Run 1, sizing map:
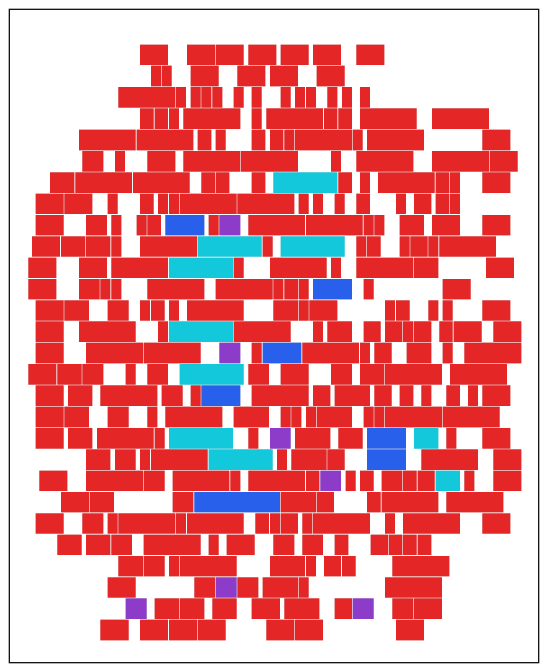
Run 1, clock wiring as the flow saved it:
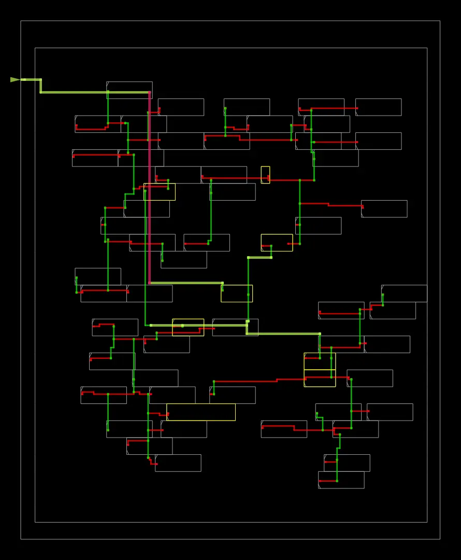
Run 1, signal wires on met1:
Supply wires on this layer in gray. Cells faint in the background.
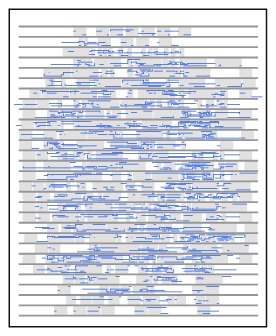
`src/rtl/nibble_serial_adder_ctrl_pkg.sv`:
```
// Shared definitions for the nibble-serial adder controller: nibble width,
// FSM state encoding and nibble-counter sizing.
package nibble_serial_adder_ctrl_pkg;

  localparam int unsigned NIBBLE_W = 4;

  typedef enum logic [1:0] {
    IDLE = 2'b00,
    RUN  = 2'b01,
    DONE = 2'b10
  } state_t;

  // Bits needed to count WIDTH/NIBBLE_W nibbles (never less than one).
  function automatic int unsigned cnt_width(input int unsigned width);
    int unsigned n;
    n = width / NIBBLE_W;
    return (n <= 2) ? 1 : $clog2(n);
  endfunction

endpackage

```
`src/rtl/nibble_serial_adder_ctrl_fa4.sv`:
```
// Existing 4-bit ripple-carry adder shared by the serial controller.
module full_adder_4bit (
  input  logic [3:0] a,
  input  logic [3:0] b,
  input  logic       cin,
  output logic [3:0] sum,
  output logic       cout
);

  logic [4:0] c;

  always_comb begin
    c[0] = cin;
    sum  = '0;
    for (int unsigned i = 0; i < 4; i++) begin
      sum[i]  = a[i] ^ b[i] ^ c[i];
      c[i+1]  = (a[i] & b[i]) | (a[i] & c[i]) | (b[i] & c[i]);
    end
    cout = c[4];
  end

endmodule

```
`src/rtl/nibble_serial_adder_ctrl.sv`:
```
// Multi-cycle WIDTH-bit add/sub that feeds one shared 4-bit adder a nibble
// per clock, low nibble first, chaining the carry through a register.
module nibble_serial_adder_ctrl
  import nibble_serial_adder_ctrl_pkg::*;
#(
  parameter int unsigned WIDTH = 16
) (
  input  logic             clk,
  input  logic             rst,
  input  logic             start,
  input  logic             sub,
  input  logic [WIDTH-1:0] A,
  input  logic [WIDTH-1:0] B,
  output logic             busy,
  output logic             done,
  output logic [WIDTH-1:0] Sum,
  output logic             Cout,
  output logic             Ovfl
);

  localparam int unsigned CW      = cnt_width(WIDTH);
  localparam int unsigned NIBBLES = WIDTH / NIBBLE_W;
  localparam logic [CW-1:0] LAST  = CW'(NIBBLES - 1);

  state_t state, state_next;

  logic [WIDTH-1:0]    a_q, b_q, result;
  logic                carry_q;
  logic [CW-1:0]       cnt;
  logic                accept;
  logic [NIBBLE_W-1:0] nib_a, nib_b, nib_sum;
  logic                nib_cout;

  always_ff @(posedge clk) begin
    if (rst) state <= IDLE;
    else     state <= state_next;
  end

  always_comb begin
    state_next = state;
    busy       = 1'b0;
    done       = 1'b0;
    accept     = 1'b0;
    unique case (state)
      IDLE: begin
        if (start) begin
          accept     = 1'b1;
          state_next = RUN;
        end
      end
      RUN: begin
        busy = 1'b1;
        if (cnt == LAST) state_next = DONE;
      end
      DONE: begin
        busy       = 1'b1;
        done       = 1'b1;
        state_next = IDLE;
      end
      default: state_next = IDLE;
    endcase
  end

  assign nib_a = a_q[cnt*NIBBLE_W +: NIBBLE_W];
  assign nib_b = b_q[cnt*NIBBLE_W +: NIBBLE_W];

  full_adder_4bit u_fa4 (
    .a    (nib_a),
    .b    (nib_b),
    .cin  (carry_q),
    .sum  (nib_sum),
    .cout (nib_cout)
  );

  // Subtraction stores ~B and seeds the carry with 1 (two's complement).
  always_ff @(posedge clk) begin
    if (rst) begin
      a_q     <= '0;
      b_q     <= '0;
      carry_q <= 1'b0;
      cnt     <= '0;
      result  <= '0;
    end else if (accept) begin
      a_q     <= A;
      b_q     <= sub ? ~B : B;
      carry_q <= sub;
      cnt     <= '0;
      result  <= '0;
    end else if (state == RUN) begin
      result[cnt*NIBBLE_W +: NIBBLE_W] <= nib_sum;
      carry_q                          <= nib_cout;
      cnt                              <= cnt + 1'b1;
    end
  end

  assign Sum  = result;
  assign Cout = carry_q;
  assign Ovfl = (a_q[WIDTH-1] == b_q[WIDTH-1]) && (result[WIDTH-1] != a_q[WIDTH-1]);

endmodule

```
`config.mk`:
```
export PLATFORM = sky130hd
export DESIGN_NAME = nibble_serial_adder_ctrl
export DESIGN_NICKNAME = d
export VERILOG_FILES = /design/src/rtl/nibble_serial_adder_ctrl_pkg.sv /design/src/rtl/nibble_serial_adder_ctrl_fa4.sv /design/src/rtl/nibble_serial_adder_ctrl.sv
export SDC_FILE = /design/constraint.sdc
export NUM_CORES = 1
export LEC_CHECK = 0
export CAP_MARGIN = 5
export CORE_ASPECT_RATIO = 1.25
export CORE_MARGIN = 2
export CORE_UTILIZATION = 50
export CTS_CLUSTER_SIZE = 20
export DETAILED_ROUTE_END_ITERATION = 10
export PLACE_DENSITY = 0.79
export SYNTH_ARGS = -nofsm -noshare
export SYNTH_HDL_FRONTEND = slang
export SYNTH_SLANG_ARGS = --single-unit
export TNS_END_PERCENT = 10
```
`constraint.sdc`:
```
create_clock -name clk -period 3.1 [get_ports clk]
set_input_delay 0.93 -clock clk [delete_from_list [all_inputs] [get_ports clk]]
set_output_delay 0.93 -clock clk [all_outputs]
set_load 0.01 [all_outputs]
```
==> impl_metrics.toml, run 1 <==
# physical design summary
[global_routing]
globalRoute.busiestLayer = "met2"
grt_util_met3 = 0.0434
grt_use_met2 = 0.358

[cts]
tritoncts = "done"
clkTransAtPathRegs_ns = 0.09
cts-root-to-sink-buffers = 2

[worst_hold_path]
hold_path_startpoint = "Sum[6]"

[final_timing]
count_of_endpoints_failing_setup_in_the_final_report = 0
fmax_ghz = 0.360
clock_skew_ns = 0.00873
rsz_0062_raised_after_global_routing = "false"

[outcome]
status = "completed"

[logic_synthesis]
ys_ff = 53
post-synth-top-area-cell = "dfxtp_1"
instance_count_of_the_mapped_netlist = 276
synth_sequential_area_ratio = 0.423
synth.top_cell.area_share = 0.423

[finish]
comb_area_um2 = 1310
inverters_excl_clock = 13
layout-drive-gt1-share = 0.0734
post_layout_instance_count_excluding_filler_cells = 387

[drt]
met2_length_mm = 2.81
post-route-drc-count = 0
wl_met1_mm = 2.18
drt_iter0_drc = 196
route.top_layer_used = "met4"
antenna_violating_nets_post_route = 0

[critical_path]
timing.critical_path.slowest_stage_cell = "mux4_2"
timing.critical_path.fanout_max = 4
setup.worst_path.end = "Sum[15]"
worstPathRequired_ns = 3.27

[run]
maxCapViolCount = 0

[power]
vdd_drop_max_v = 0.000242
final_total_pwr_mw = 1.60

[floorplanning]
die_boundary_width_um = 67.4
## Picture notes: 'sizing map'
- purple: x3 and x4 (cells 7; most used buf_4)
- blue: x6 and larger (cells 7; most used clkbuf_8)
- cyan: x2 (cells 10; most used mux4_2)
- red: x1 and smaller (cells 303; most used clkdlybuf4s50_1)

## Picture notes: 'clock wiring as the flow saved it'
clock net sink count: 53
seq_cells: 53
CTS buffer count: 5
worst-skew pair later-pin latency: 0.30 ns
Clock Power: 476 uW

## Picture notes: 'signal wires on met1'
- main direction: horizontal
- nets with wire on the layer: 319
- share of all routed wire: 42%

run 1: worst min-delay path: cells and delay by family (launching register included):
family / cells / cell delay [ns]
AND-OR/OR-AND: 1 / 0.05
flip-flops: 1 / 0.32
AND/OR/NAND/NOR: 1 / 0.05
run 1: cell usage in the layout, fill, tap and decap left out, types with 2 or more instances in the layout:
| cell | netlist | layout |
|---|---|---|
| a21oi_1 | 25 | 25 |
| nor2b_1 | 2 | 2 |
| nand3_1 | 5 | 5 |
| dfxtp_1 | 53 | 53 |
| nor2_1 | 24 | 24 |
| inv_1 | 13 | 13 |
| mux2i_1 | 2 | 2 |
| fa_1 | 4 | 4 |
| clkdlybuf4s50_1 | 0 | 55 |
| a32oi_1 | 4 | 4 |
| clkbuf_8 | 0 | 6 |
| nand2b_1 | 3 | 3 |
| buf_4 | 1 | 7 |
| a211oi_1 | 18 | 18 |
| a21oi_2 | 2 | 2 |
| xnor2_1 | 17 | 17 |
| ha_1 | 9 | 9 |
| nand4_1 | 7 | 7 |
| o31ai_1 | 2 | 2 |
| mux4_2 | 8 | 8 |
| o21ai_1 | 2 | 2 |
| or3_1 | 2 | 2 |
| nand2_1 | 49 | 49 |
run 1: cell families after synthesis:
group	Yosys count	share of synthesized area
compound gates	55	0.140
simple gates	96	0.166
mux	10	0.0797
buf+inv	32	0.0558
xor+xnor	17	0.0593
flops	53	0.423
fa+ha+maj	13	0.0767
run 1: registers in the layout, indices dropped and copies added, names as in the netlist:
signal  flops
cnt         2
b_q        16
Cout        1
state       2
Sum        16
a_q        16
run 1: power by group:
| part | leakage [nW] | switching [mW] | internal (mW) |
|---|---|---|---|
| clock network | 0.0585 | 0.213 | 0.263 |
| registers | 0.434 | 0.0313 | 0.730 |
| logic | 0.658 | 0.188 | 0.171 |
==> run 1 -> run 2 <==
--- a/config.mk
+++ b/config.mk
@@ -9,6 +9,7 @@
 export CORE_ASPECT_RATIO = 1.25
 export CORE_MARGIN = 2
 export CORE_UTILIZATION = 50
+export CTS_BUF_LIST = sky130_fd_sc_hd__clkbuf_16
 export CTS_CLUSTER_SIZE = 20
 export DETAILED_ROUTE_END_ITERATION = 10
 export PLACE_DENSITY = 0.79
==> constraint.sdc (replaced) <==
create_clock -name clk -period 2.7 [get_ports clk]
set_input_delay 0.81 -clock clk [delete_from_list [all_inputs] [get_ports clk]]
set_output_delay 0.81 -clock clk [all_outputs]
set_load 0.01 [all_outputs]
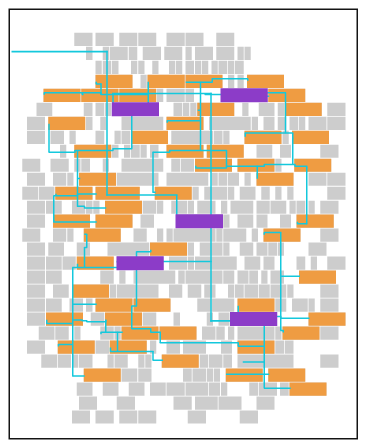
Run 2: routed clock nets over the placement
- orange: flip-flops (count 53)
- cyan: clock wires (length 599 um)
- purple: clock-net drivers (count 5)
- routed clock nets: 6
clock share of power: 0.355
worst-skew pair later-pin latency: 0.29 ns

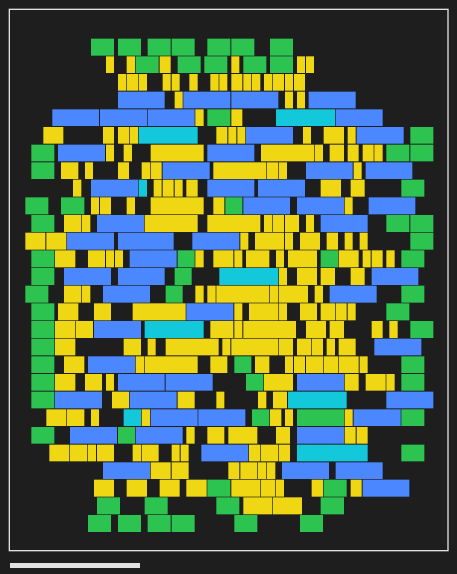
Run 2: placement by cell class
Bar = 20 um.
- blue: registers (cells 53; share of their area 33%)
- yellow: remaining logic cells (cells 204; share of their area 42%)
- cyan: clock drivers and dummy loads (cells 8; share of their area 5.1%)
- green: remaining buffers and delay cells (cells 65; share of their area 20%)
Floorplan Core Area: 4800 um^2
sequential cell area share: 0.322
number of placement rows: 28
post-layout instance area: 3310 um^2
post-route core utilization: 0.690

==> run 2 against run 1 <==
Clock skew shrank 0.0037 ns. Combinational power is 17% higher. Area after synthesis did not move. Hold slack worse by 0.0031 ns. Maximum frequency up 4.4%. Register-to-register slack worse by 0.28 ns. Utilization is 2.0 points higher. Critical path type unchanged. Largest cell class unchanged.
==> impl_metrics.toml, run 2 <==
# physical design summary
[final_timing]
rsz_0062_raised_after_global_routing = "true"
fmax_ghz = 0.376
count_of_endpoints_failing_setup_in_the_final_report = 0

[drt]
met2_length_mm = 2.78
antenna_violating_nets_post_route = 0
post-route-drc-count = 0
drt_iter0_drc = 148
wl_met1_mm = 2.19

[finish]
layout-drive-gt1-share = 0.0939
layout.cells.most_common_list = "clkdlybuf4s50_1, dfxtp_1, nand2_1, a21oi_1, nor2_1"

[power]
power.sequential.fraction = 0.436
comb_power_share = 0.209
cellInternalPower_mw = 1.48
total_switching_power_uw = 530
sw_ratio = 0.264
final_total_pwr_mw = 2.01
vdd_drop_max_v = 0.000452
sequentialPower_uw = 876
power_top_consumer = "registers"

[logic_synthesis]
instance_count_of_the_mapped_netlist = 276
post-synth-top-area-cell = "dfxtp_1"
syn_area_um2 = 2510
synth_sequential_area_ratio = 0.423

[critical_path]
worstPathRequired_ns = 2.92
timing.critical_path.fanout_max = 5

[global_routing]
globalRoute.busiestLayer = "met2"
grt_util_met3 = 0.0434

[cts]
tritoncts = "done"
cts-root-to-sink-buffers = 2
clkTransAtPathRegs_ns = 0.07

[floorplanning]
die_boundary_width_um = 67.4

[outcome]
status = "completed"

[run]
maxCapViolCount = 0
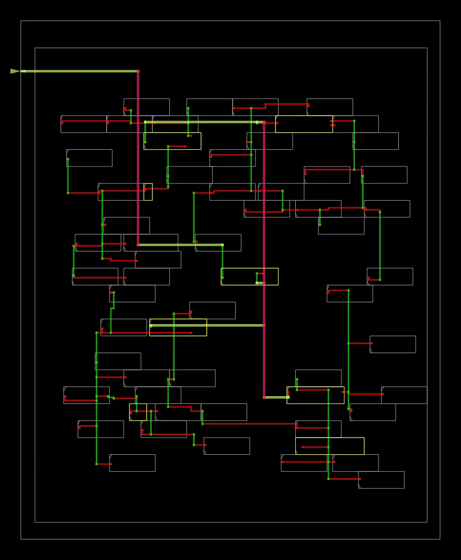
Run 2: clock wiring as the flow saved it
Clock Power: 712 uW
clkbuf count: 5
Fin Clk Skew: 0.00503 ns

[run 2: layout make-up]
| class | count | area [um^2] | area share |
|---|---|---|---|
| clock buffers | 5 | 125 | 0.0378 |
| clock inverters | 3 | 41.3 | 0.0125 |
| inverters | 13 | 48.8 | 0.0147 |
| multi-input cells | 191 | 1320 | 0.398 |
| flip-flops and latches | 53 | 1060 | 0.322 |
| well taps | 60 | 75.1 | 0.0227 |
| repair buffers | 65 | 638 | 0.193 |
[run 2: worst register-to-register path: stages (launching register included)]
cell	delay, ns
dfxtp_4	0.38
mux4_2	0.53
fa_2	0.36
inv_1	0.07
fa_2	0.20
fa_1	0.16
inv_1	0.05
fa_2	0.58
nand4_1	0.11
a21oi_1	0.15
[run 2: stage by stage]
step | cell area (um^2) | cells
final | 3310 | 390
after global routing | 3310 | 390
after CTS | 3300 | 390
after detailed placement | 3130 | 382
after global placement | 3130 | 382
after floorplan | 2520 | 276
[run 2: worst paths after layout]
path | cells after the start | startpoint | slack [ns] | endpoint
worst min register to register | 2 | Sum[5] | 0.45 | Sum[5]
worst max-delay path | 9 | cnt[0] | 0.04 | Sum[7]
worst min-delay path | 2 | Sum[5] | 0.45 | Sum[5]
worst max register to register | 9 | cnt[0] | 0.04 | Sum[7]
[run 2: logic make-up (layout without fill, tap and decap cells)]
group / count (synthesis) / in the layout / synth area share
buffers and inverters: 32 / 86 / 0.0558
xor gates and xnor gates: 17 / 17 / 0.0593
muxes: 10 / 10 / 0.0797
DFF: 53 / 53 / 0.423
adders and majority gates: 13 / 13 / 0.0767
and+or+nand+nor: 96 / 96 / 0.166
AOI/OAI and AO/OA: 55 / 55 / 0.140
==> run 2 -> run 3 <==
--- a/config.mk
+++ b/config.mk
@@ -12,7 +12,7 @@
 export CTS_BUF_LIST = sky130_fd_sc_hd__clkbuf_16
 export CTS_CLUSTER_SIZE = 20
 export DETAILED_ROUTE_END_ITERATION = 10
-export PLACE_DENSITY = 0.79
+export PLACE_DENSITY = 0.89
 export SYNTH_ARGS = -nofsm -noshare
 export SYNTH_HDL_FRONTEND = slang
 export SYNTH_SLANG_ARGS = --single-unit
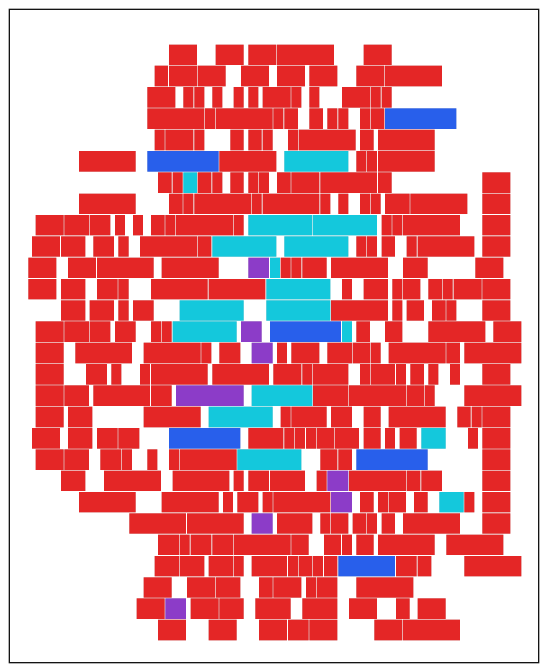
Run 3: sizing map
- blue: x6 and larger (cells 6; most used clkbuf_16)
- purple: x3 and x4 (cells 8; most used buf_4)
- red: x1 and smaller (cells 297; most used clkdlybuf4s50_1)
- cyan: x2 (cells 17; most used mux4_2)
Synth-to-Final Area Change: 30.1%
Non-CTS buffers: 63
setup ws final: 0.00612 ns
post-layout instance area: 3270 um^2

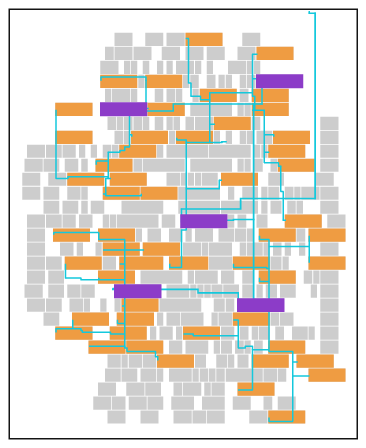
Run 3: routed clock nets over the placement
- cyan: clock wires (length 599 um)
- orange: flip-flops (count 53)
- purple: clock-net drivers (count 5)
- routed clock nets: 6
- flops lie: spread over the die
Fin Clk Skew: 0.00913 ns
worst-skew pair later-pin latency: 0.30 ns
clock share of power: 0.319

==> run 3 against run 2 <==
Critical path depth unchanged. Clock power down 15%. Utilization shrank 0.89 points. Largest cell class unchanged. Highest routed layer unchanged.
==> impl_metrics.toml, run 3 <==
# physical design summary
[outcome]
status = "completed"

[power]
power_top_consumer = "registers"
power_clock_uw = 608
vdd_drop_max_v = 0.000367
total_switching_power_uw = 524
final_total_pwr_mw = 1.91
power.sequential.fraction = 0.459
comb_power_share = 0.222
sw_ratio = 0.275

[logic_synthesis]
post-synth-top-area-cell = "dfxtp_1"
syn_area_um2 = 2510
synth_sequential_area_ratio = 0.423

[finish]
final_util = 0.681
layout-drive-gt1-share = 0.0945
flop_area_um2 = 1070
comb_area_um2 = 1320

[final_timing]
fmax_ghz = 0.371

[critical_path]
regToRegStartpoint = "cnt[0]"
timing.critical_path.fanout_max = 4

[worst_hold_path]
hold_path_startpoint = "Sum[6]"

[drt]
post-route-drc-count = 0
antenna_violating_nets_post_route = 0

[run]
maxCapViolCount = 0

[global_routing]
globalRoute.busiestLayer = "met2"
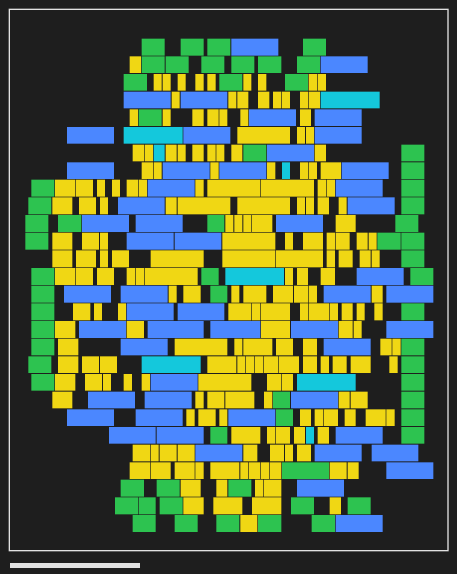
Run 3: placement by cell class
Bar = 20 um.
- blue: registers (cells 53; share of their area 33%)
- cyan: clock drivers and dummy loads (cells 8; share of their area 4.3%)
- yellow: remaining logic cells (cells 204; share of their area 43%)
- green: remaining buffers and delay cells (cells 63; share of their area 20%)

[run 3: cell count changes in the layout (fill, tap and decap cells not counted)]
cell | before | now
buf_4 | 9 | 7
inv_1 | 13 | 11
clkinvlp_4 | 1 | 0
clkinv_1 | 1 | 2
dfxtp_2 | 0 | 1
inv_2 | 0 | 2
bufinv_16 | 1 | 0
clkinv_2 | 0 | 1
dfxtp_1 | 52 | 51
[run 3: cell families after synthesis]
kind of cell | count (synthesis) | synth area share
and+or+nand+nor | 96 | 0.166
AOI/OAI and AO/OA | 55 | 0.140
DFF | 53 | 0.423
buffers and inverters | 32 | 0.0558
xor gates and xnor gates | 17 | 0.0593
adders and majority gates | 13 | 0.0767
muxes | 10 | 0.0797
[run 3: what timing repair did]
| action | CTS | global route |
|---|---|---|
| setup endpoints to repair | 1 | 5 |
| pin swaps | 0 | 4 |
| gates resized | 2 | 5 |
[run 3: worst paths after layout]
check        endpoint  slack [ns]  cells after the start
max            Sum[3]       0.006                      9
min            Sum[6]        0.45                      2
max reg2reg    Sum[3]       0.006                      9
min reg2reg    Sum[6]        0.45                      2
[run 3: layout make-up]
class | instances | area share
timing repair buffer | 63 | 0.191
multi-input combinational | 191 | 0.403
inverter | 13 | 0.0149
clock inverter | 3 | 0.00383
sequential | 53 | 0.326
clock buffer | 5 | 0.0383
tap | 60 | 0.0230
[run 3: worst max-delay path: stages (launching register included)]
cell,delay [ns]
dfxtp_4,0.37
mux4_2,0.53
fa_2,0.37
inv_2,0.06
fa_2,0.19
fa_1,0.18
inv_2,0.05
fa_2,0.59
nand4_1,0.11
a21oi_1,0.18
[run 3: metrics by stage]
stage / cell area (um^2) / std cells
floorplan: 2520 / 276
global placement: 3120 / 380
detailed placement: 3120 / 380
CTS: 3260 / 388
global route: 3270 / 388
finish: 3270 / 388
No activity file was given, so power comes from the tool's default toggle rates.
